==> run_1/clock_map.png <==
Bar = 20 um.
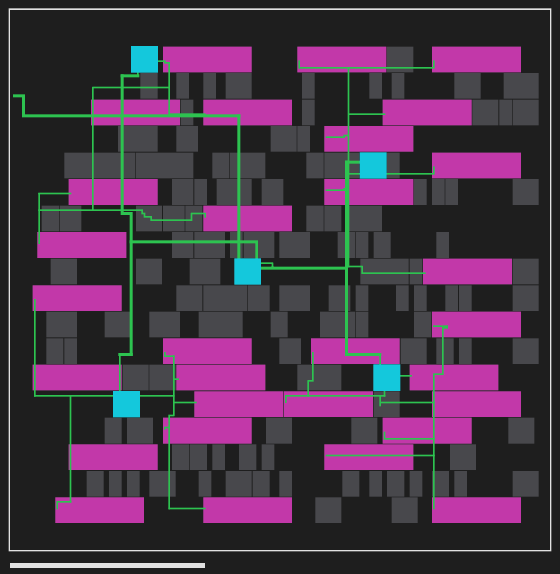
==> run_1/metal_stack.png <==
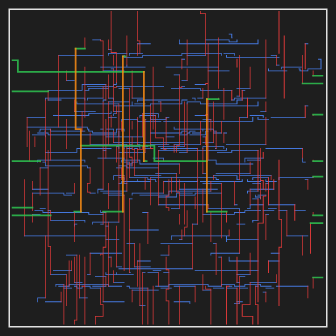
==> run_1/met3.png <==
Bar = 20 um. Cells faint in the background.
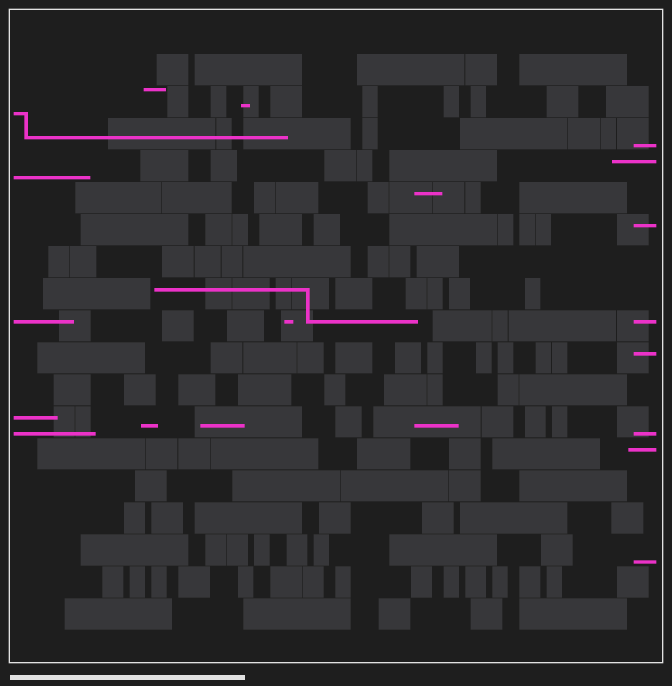
### src/rtl/wave_capture.sv
// wave_capture
// Watches the audio sample stream, arms on a positive-going zero crossing and
// writes 256 consecutive converted samples into the waveform RAM half that the
// display is not reading. When the display reports idle, read_index flips so
// the new capture is shown without tearing.
//
// Ports:
//   clk                in   system clock
//   reset              in   asynchronous, active-high reset
//   new_sample_ready   in   one-cycle strobe, new_sample_in valid
//   new_sample_in      in   16-bit signed audio sample
//   wave_display_idle  in   display not drawing; buffer swap is safe
//   write_address      out  RAM write address {~read_index, count}
//   write_enable       out  RAM write strobe, one cycle per captured sample
//   write_sample       out  RAM write data (display-oriented 8-bit value)
//   read_index         out  buffer half currently shown by the display
//
// state   | meaning
// ARMED   | waiting for a negative -> non-negative sample pair
// ACTIVE  | writing 256 samples into the hidden half
// WAIT    | capture complete, waiting for display idle to swap halves

module wave_capture (
    input  logic        clk,
    input  logic        reset,
    input  logic        new_sample_ready,
    input  logic [15:0] new_sample_in,
    input  logic        wave_display_idle,
    output logic [8:0]  write_address,
    output logic        write_enable,
    output logic [7:0]  write_sample,
    output logic        read_index
);

    typedef enum logic [1:0] {
        ST_ARMED  = 2'd0,
        ST_ACTIVE = 2'd1,
        ST_WAIT   = 2'd2
    } state_t;

    state_t      r_state;
    logic [15:0] r_prev_sample;
    logic [7:0]  r_count;
    logic        r_read_index;
    logic [8:0]  r_write_address;
    logic        r_write_enable;
    logic [7:0]  r_write_sample;

    logic        w_crossing;
    logic [7:0]  w_conv;

    assign w_crossing = r_prev_sample[15] & ~new_sample_in[15];
    // 127 - s[15:8] mod 256: positive peaks map to small values (top of screen)
    assign w_conv     = {new_sample_in[15], ~new_sample_in[14:8]};

    always_ff @(posedge clk or posedge reset) begin
        if (reset) begin
            r_state         <= ST_ARMED;
            r_prev_sample   <= 16'd0;
            r_count         <= 8'd0;
            r_read_index    <= 1'b0;
            r_write_address <= 9'd0;
            r_write_enable  <= 1'b0;
            r_write_sample  <= 8'd0;
        end else begin
            r_write_enable <= 1'b0;
            if (new_sample_ready) begin
                r_prev_sample <= new_sample_in;
            end
            case (r_state)
                ST_ARMED: begin
                    // The crossing sample itself is not written
                    if (new_sample_ready && w_crossing) begin
                        r_state <= ST_ACTIVE;
                        r_count <= 8'd0;
                    end
                end
                ST_ACTIVE: begin
                    if (new_sample_ready) begin
                        r_write_enable  <= 1'b1;
                        r_write_address <= {~r_read_index, r_count};
                        r_write_sample  <= w_conv;
                        r_count         <= r_count + 8'd1;
                        if (r_count == 8'd255) begin
                            r_state <= ST_WAIT;
                        end
                    end
                end
                ST_WAIT: begin
                    // A strobe on the swap edge is a WAIT strobe: no crossing check
                    if (wave_display_idle) begin
                        r_read_index <= ~r_read_index;
                        r_state      <= ST_ARMED;
                    end
                end
                default: begin
                    r_state <= ST_ARMED;
                end
            endcase
        end
    end

    assign write_address = r_write_address;
    assign write_enable  = r_write_enable;
    assign write_sample  = r_write_sample;
    assign read_index    = r_read_index;

endmodule
### config.mk
export PLATFORM = sky130hd
export DESIGN_NAME = wave_capture
export DESIGN_NICKNAME = d
export VERILOG_FILES = /design/src/rtl/wave_capture.sv
export SDC_FILE = /design/constraint.sdc
export NUM_CORES = 1
export LEC_CHECK = 0
export CORE_UTILIZATION = 45
export CTS_BUF_LIST = sky130_fd_sc_hd__clkbuf_4 sky130_fd_sc_hd__clkbuf_8 sky130_fd_sc_hd__clkbuf_16
export CTS_CLUSTER_SIZE = 14
export DETAILED_ROUTE_END_ITERATION = 8
export DONT_BUFFER_PORTS = 1
export PLACE_DENSITY = 0.6
export SYNTH_ARGS = -nofsm -noshare
export SYNTH_HDL_FRONTEND = slang
export SYNTH_SLANG_ARGS = --single-unit
export TNS_END_PERCENT = 5
### constraint.sdc
create_clock -name clk -period 1.6 [get_ports clk]
set_input_delay 0.32 -clock clk [delete_from_list [all_inputs] [get_ports clk]]
set_output_delay 0.32 -clock clk [all_outputs]
set_load 0.1 [all_outputs]
==> flow_summary.json, run 1 <==
{
  "power.internal_mw": 1.443,
  "worstSetupEndpoint": "r_count[4]$_DFFE_PP0P_",
  "cp.depth": 4,
  "globalRouteTotalUtil_pct": 16.78,
  "yosys-dominant-comb-family": "simple AND/OR/NAND/NOR gates",
  "detail_route.vias_per_cell": 5.267,
  "gp_congestion": 0.7379,
  "crit_path_max_fanout": 5,
  "area_fraction_in_compound_gates_after_synthesis_pct": 11.12,
  "cts_tree": "yes",
  "cts_root_buffer": "sky130_fd_sc_hd__clkbuf_4",
  "leakage_nw": 0.7749,
  "cp-start-kind": "register",
  "pwr_density_cell_nw_per_um2": 1808,
  "ys_sh_mux_pct": 4.000,
  "number_of_buffers_inserted_by_hold_repair_at_cts": 1,
  "fp_util_pct": 49.52,
  "combinationalPowerShare_pct": 45.8,
  "drt-initial-drc-count": 23,
  "die.size.x_um": 55.39,
  "cts-resized-gates": 0,
  "synth_adder_area_share_pct": 0.9756,
  "yosys.area.top_type": "sky130_fd_sc_hd__dfrtp_1",
  "timing.final.hold_violations": 0,
  "rsz0062_at_grt": "no",
  "result_of_the_run": "finished clean",
  "netSwitchingPower_mw": 1.380,
  "chipHeight_um": 55.39,
  "1st_pass_router_iterations": 4
}
About clock_map.png:
flip-flops -> magenta  # count 30
cells driving clock nets -> cyan  # count 5
clock wires -> green  # length 380 um
flops lie = spread over the die
insertion delay to the later sink of the worst-skew pair: 330 ps
power consumed by the clock network: 483 uW
post-route clock skew: 3.697 ps
clock network fraction of design power: 17.1%

About metal_stack.png:
met4 -> orange  # wire length 92.0 um
met3 -> green  # wire length 98.4 um
met2 -> red  # wire length 1050 um
met1 -> blue  # wire length 1040 um

About met3.png:
nets with wire on the layer = 15
main direction = horizontal
share of all routed wire = 4.3%
total via count in the routed design: 948
met3 global-route usage: 5.386%
Total Routed Length: 2.275 mm

run 1: worst min-delay path by stage:
stage                                  from                          end  slack, ps  cells after the start
final                     wave_display_idle       r_state[1]$_DFFE_PP0P_         70                      1
after global routing      wave_display_idle       r_state[1]$_DFFE_PP0P_         50                      1
after CTS                  new_sample_in[8]  write_sample[0]$_DFFE_PP0P_         50                      1
after detailed placement              reset       write_enable$_DFF_PP0_        310                      2
after global placement                reset       write_enable$_DFF_PP0_        310                      2
after floorplan                       reset       r_count[0]$_DFFE_PP0P_        410                      1
run 1: power groups by stage:
stage               registers [mW]  logic [mW]  clock network (mW)
floorplan                     1.79       0.293                   0
global placement              1.06        1.29                   0
detailed placement            1.06        1.30                   0
CTS                           1.05        1.30               0.502
global route                  1.07        1.36               0.526
finish                        1.05        1.29               0.483
run 1: cells by family after synthesis:
logic type / after synthesis
AND/OR/NAND/NOR: 51
flip-flops: 30
AND-OR/OR-AND: 23
buffers and inverters: 9
multiplexers: 5
XOR/XNOR: 1
adder cells (fa/ha/maj): 1
run 1: through the flow:
stage	cells	cell area, um^2	hold WS [ps]	setup slack, ps
after floorplan	120	1282	410.6	354.4
after global placement	171	1488	306.1	287.0
after detailed placement	171	1488	308.8	274.5
after CTS	180	1562	53.05	253.2
after global routing	180	1562	52.64	136.1
final	180	1562	67.36	252.5
run 1: flip-flops by register name, indices dropped and copies added, names as in the netlist:
name	flops
write_address	9
r_count	8
write_sample	8
r_state	2
r_prev_sample	1
read_index	1
write_enable	1
run 1: layer usage:
layer  track usage [%]  part of all wire, %  wire length [um]  up-vias
li1                  -                    -                 -      475
met1             19.30                   46              1036      442
met2             26.16                   46              1048       21
met3             5.386                  4.3                98       10
met4             12.14                  4.0                92        0
met5                 0                    0                 0        -
run 1: final cells by class:
cell class / instances / area, um^2
Timing Repair Buffer: 26 / 197.7
Clock inverter: 1 / 5.005
Fill cell: 235 / 1028
Multi-Input combinational cell: 81 / 493.0
Inverter: 5 / 18.77
Sequential cell: 30 / 750.7
Clock buffer: 7 / 58.81
Tap cell: 30 / 37.54
run 1: worst reg2reg max path: stages, from the launching register on:
cell and delay [ps]:
sky130_fd_sc_hd__dfrtp_1 440, sky130_fd_sc_hd__ha_1 210, sky130_fd_sc_hd__and3_1 250, sky130_fd_sc_hd__o221ai_1 130, sky130_fd_sc_hd__a32o_1 210
run 1: placed cells by master, fill, tap and decap left out, types with 2 or more instances in the layout:
cell	synthesis	final
sky130_fd_sc_hd__and3_1	2	2
sky130_fd_sc_hd__nand2_1	29	29
sky130_fd_sc_hd__o221ai_1	2	2
sky130_fd_sc_hd__o21ai_0	3	3
sky130_fd_sc_hd__nor2b_1	2	2
sky130_fd_sc_hd__o21ai_1	13	13
sky130_fd_sc_hd__buf_4	0	25
sky130_fd_sc_hd__clkbuf_4	0	6
sky130_fd_sc_hd__nand4_1	2	2
sky130_fd_sc_hd__nor3_1	2	2
sky130_fd_sc_hd__inv_1	4	4
sky130_fd_sc_hd__dfrtp_1	30	30
sky130_fd_sc_hd__nand3_1	3	3
sky130_fd_sc_hd__mux2i_1	4	4
==> run_1/final_congestion.png <==
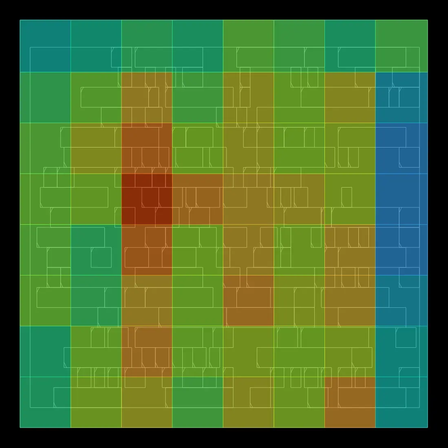

## Run 2: what changed since run 1
--- a/config.mk
+++ b/config.mk
@@ -10,7 +10,7 @@
 export CTS_CLUSTER_SIZE = 14
 export DETAILED_ROUTE_END_ITERATION = 8
 export DONT_BUFFER_PORTS = 1
-export PLACE_DENSITY = 0.6
+export PLACE_DENSITY = 0.62
 export SYNTH_ARGS = -nofsm -noshare
 export SYNTH_HDL_FRONTEND = slang
 export SYNTH_SLANG_ARGS = --single-unit
==> constraint.sdc (replaced) <==
create_clock -name clk -period 1.1 [get_ports clk]
set_input_delay 0.22 -clock clk [delete_from_list [all_inputs] [get_ports clk]]
set_output_delay 0.22 -clock clk [all_outputs]
set_load 0.1 [all_outputs]
==> run_2/final_congestion.png <==
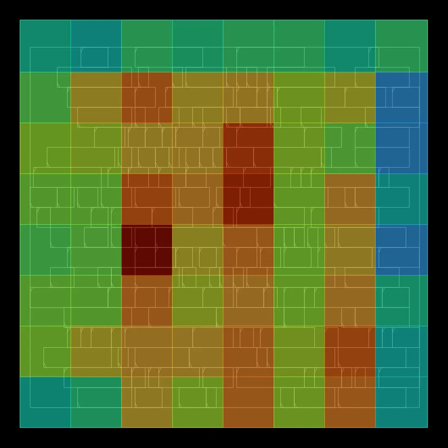
peak-usage layer in the global routing report: met2
met3 global-route usage: 8.197%

==> run_2/clock_map.png <==
Bar = 20 um.
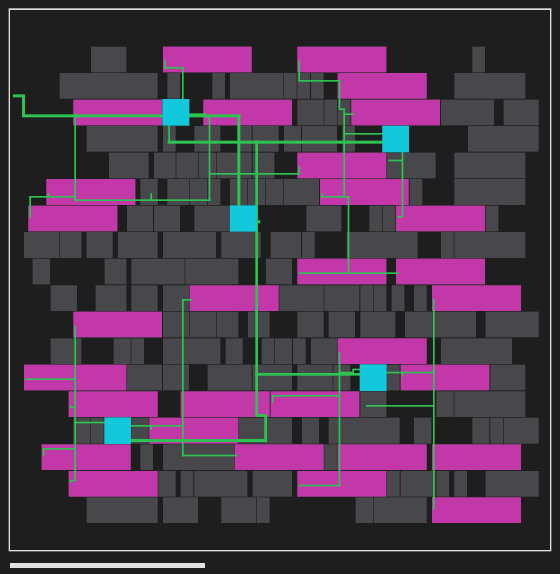
cells driving clock nets -> cyan  # count 5
flip-flops -> magenta  # count 30
clock wires -> green  # length 362 um
routed clock nets = 6
flops lie = spread over the die

==> flow_summary.json, run 2 <==
{
  "result_of_the_run": "finished with violations",
  "violated_checks": "setup timing",
  "cp-start-kind": "register",
  "route.vias.total": 1056,
  "rsz0062_at_grt": "yes",
  "detail_route.vias_per_cell": 5.333,
  "yosys-dominant-comb-family": "simple AND/OR/NAND/NOR gates",
  "clock_skew_ps": 3.696,
  "leakage_nw": 0.9180,
  "cts_root_buffer": "sky130_fd_sc_hd__clkbuf_4",
  "worst_hold_path.endpoint": "r_prev_sample[15]$_DFFE_PP0P_",
  "report.final.setup_viol": 38,
  "1st_pass_router_iterations": 4,
  "area_fraction_in_compound_gates_after_synthesis_pct": 11.12,
  "postLayoutSetupSlackWorst_ps": -130.8,
  "synth_adder_area_share_pct": 0.9756,
  "cts_tree": "yes",
  "die.size.x_um": 55.39,
  "drt-initial-drc-count": 15,
  "ys_sh_mux_pct": 4.000,
  "largest_register_ffs": 9,
  "clkLatencyLatePin_ps": 330,
  "crit_path_max_fanout": 3,
  "mostFrequentLayoutCells": "29 x sky130_fd_sc_hd__nand2_1, 29 x sky130_fd_sc_hd__dfrtp_1, 13 x sky130_fd_sc_hd__o21ai_1, 13 x sky130_fd_sc_hd__buf_4, 12 x sky130_fd_sc_hd__buf_12",
  "whs_path_depth": 1,
  "fp_util_pct": 49.52,
  "pwr_density_cell_nw_per_um2": 2408,
  "gp_congestion": 0.8807,
  "timing.final.hold_violations": 0
}
[run 2: cell counts after synthesis]
No cell type changed its count.
[run 2: routing by layer]
| layer | part of all wire, % | GRT usage, % | vias up |
|---|---|---|---|
| met4 | 2.0 | 10.00 | 0 |
| li1 | - | - | 518 |
| met2 | 51 | 33.05 | 34 |
| met5 | 0 | 0 | - |
| met3 | 5.7 | 8.197 | 8 |
| met1 | 41 | 22.84 | 496 |
[run 2: kinds of logic after synthesis]
logic type	Yosys count
AOI/OAI and AO/OA	23
xor gates and xnor gates	1
adders and majority gates	1
buffers and inverters	9
DFF	30
muxes	5
and+or+nand+nor	51
[run 2: stage by stage]
| step | setup TNS, ps | std cells | cell area [um^2] | hold WS [ps] | setup WS [ps] |
|---|---|---|---|---|---|
| 5_1_grt | -3886 | 198 | 1984 | 9.761 | -177.3 |
| 3_3_place_gp | -530.4 | 179 | 1679 | 164.3 | -99.94 |
| 2_1_floorplan | -1501 | 120 | 1289 | 310.6 | -85.72 |
| 6_report | -1423 | 198 | 1984 | 27.99 | -130.8 |
| 3_5_place_dp | -830.8 | 179 | 1679 | 165.8 | -143.9 |
| 4_1_cts | -1701 | 198 | 1952 | 15.56 | -119.3 |
[run 2: cell type report]
class	instances	area (um^2)	share of cell area (%)
flip-flops and latches	30	754.5	38.02
repair buffers	44	565.5	28.50
clock inverters	1	5.005	0.2522
inverters	5	18.77	0.9458
well taps	30	37.54	1.892
multi-input cells	81	544.3	27.43
clock buffers	7	58.81	2.963
[run 2: worst max-delay path, cell delays in order (launching register included)]
cell and delay, ps:
sky130_fd_sc_hd__dfrtp_1 410, sky130_fd_sc_hd__or2b_1 290, sky130_fd_sc_hd__or3b_4 390, sky130_fd_sc_hd__o211ai_2 70
[run 2: repair_timing]
item                       CTS  global route
hold endpoints to repair    39             0
buffers inserted             1             0
pin swaps                    2             4
hold buffers                10             0
gates resized               24             7
setup endpoints to repair   30            47
[run 2: power by group]
group | leakage, nW | switching [mW] | internal, mW
sequential | 0.376 | 0.245 | 1.34
clock | 0.0387 | 0.365 | 0.334
combinational | 0.503 | 1.57 | 0.923
total | 0.918 | 2.18 | 2.60
[run 2: how the worst max path moves through the flow]
stage / startpoint / cells past startpoint / endpoint / slack [ps]
finish: r_state[0]$_DFFE_PP0P_ / 3 / r_count[3]$_DFFE_PP0P_ / -130
CTS: r_state[0]$_DFFE_PP0P_ / 3 / r_count[3]$_DFFE_PP0P_ / -120
detailed placement: r_state[1]$_DFFE_PP0P_ / 3 / r_count[4]$_DFFE_PP0P_ / -140
global placement: r_state[1]$_DFFE_PP0P_ / 3 / r_count[4]$_DFFE_PP0P_ / -100
floorplan: r_count[0]$_DFFE_PP0P_ / 4 / r_count[4]$_DFFE_PP0P_ / -90
global route: r_state[0]$_DFFE_PP0P_ / 3 / r_count[3]$_DFFE_PP0P_ / -180
Power and IR drop assume default switching activity.
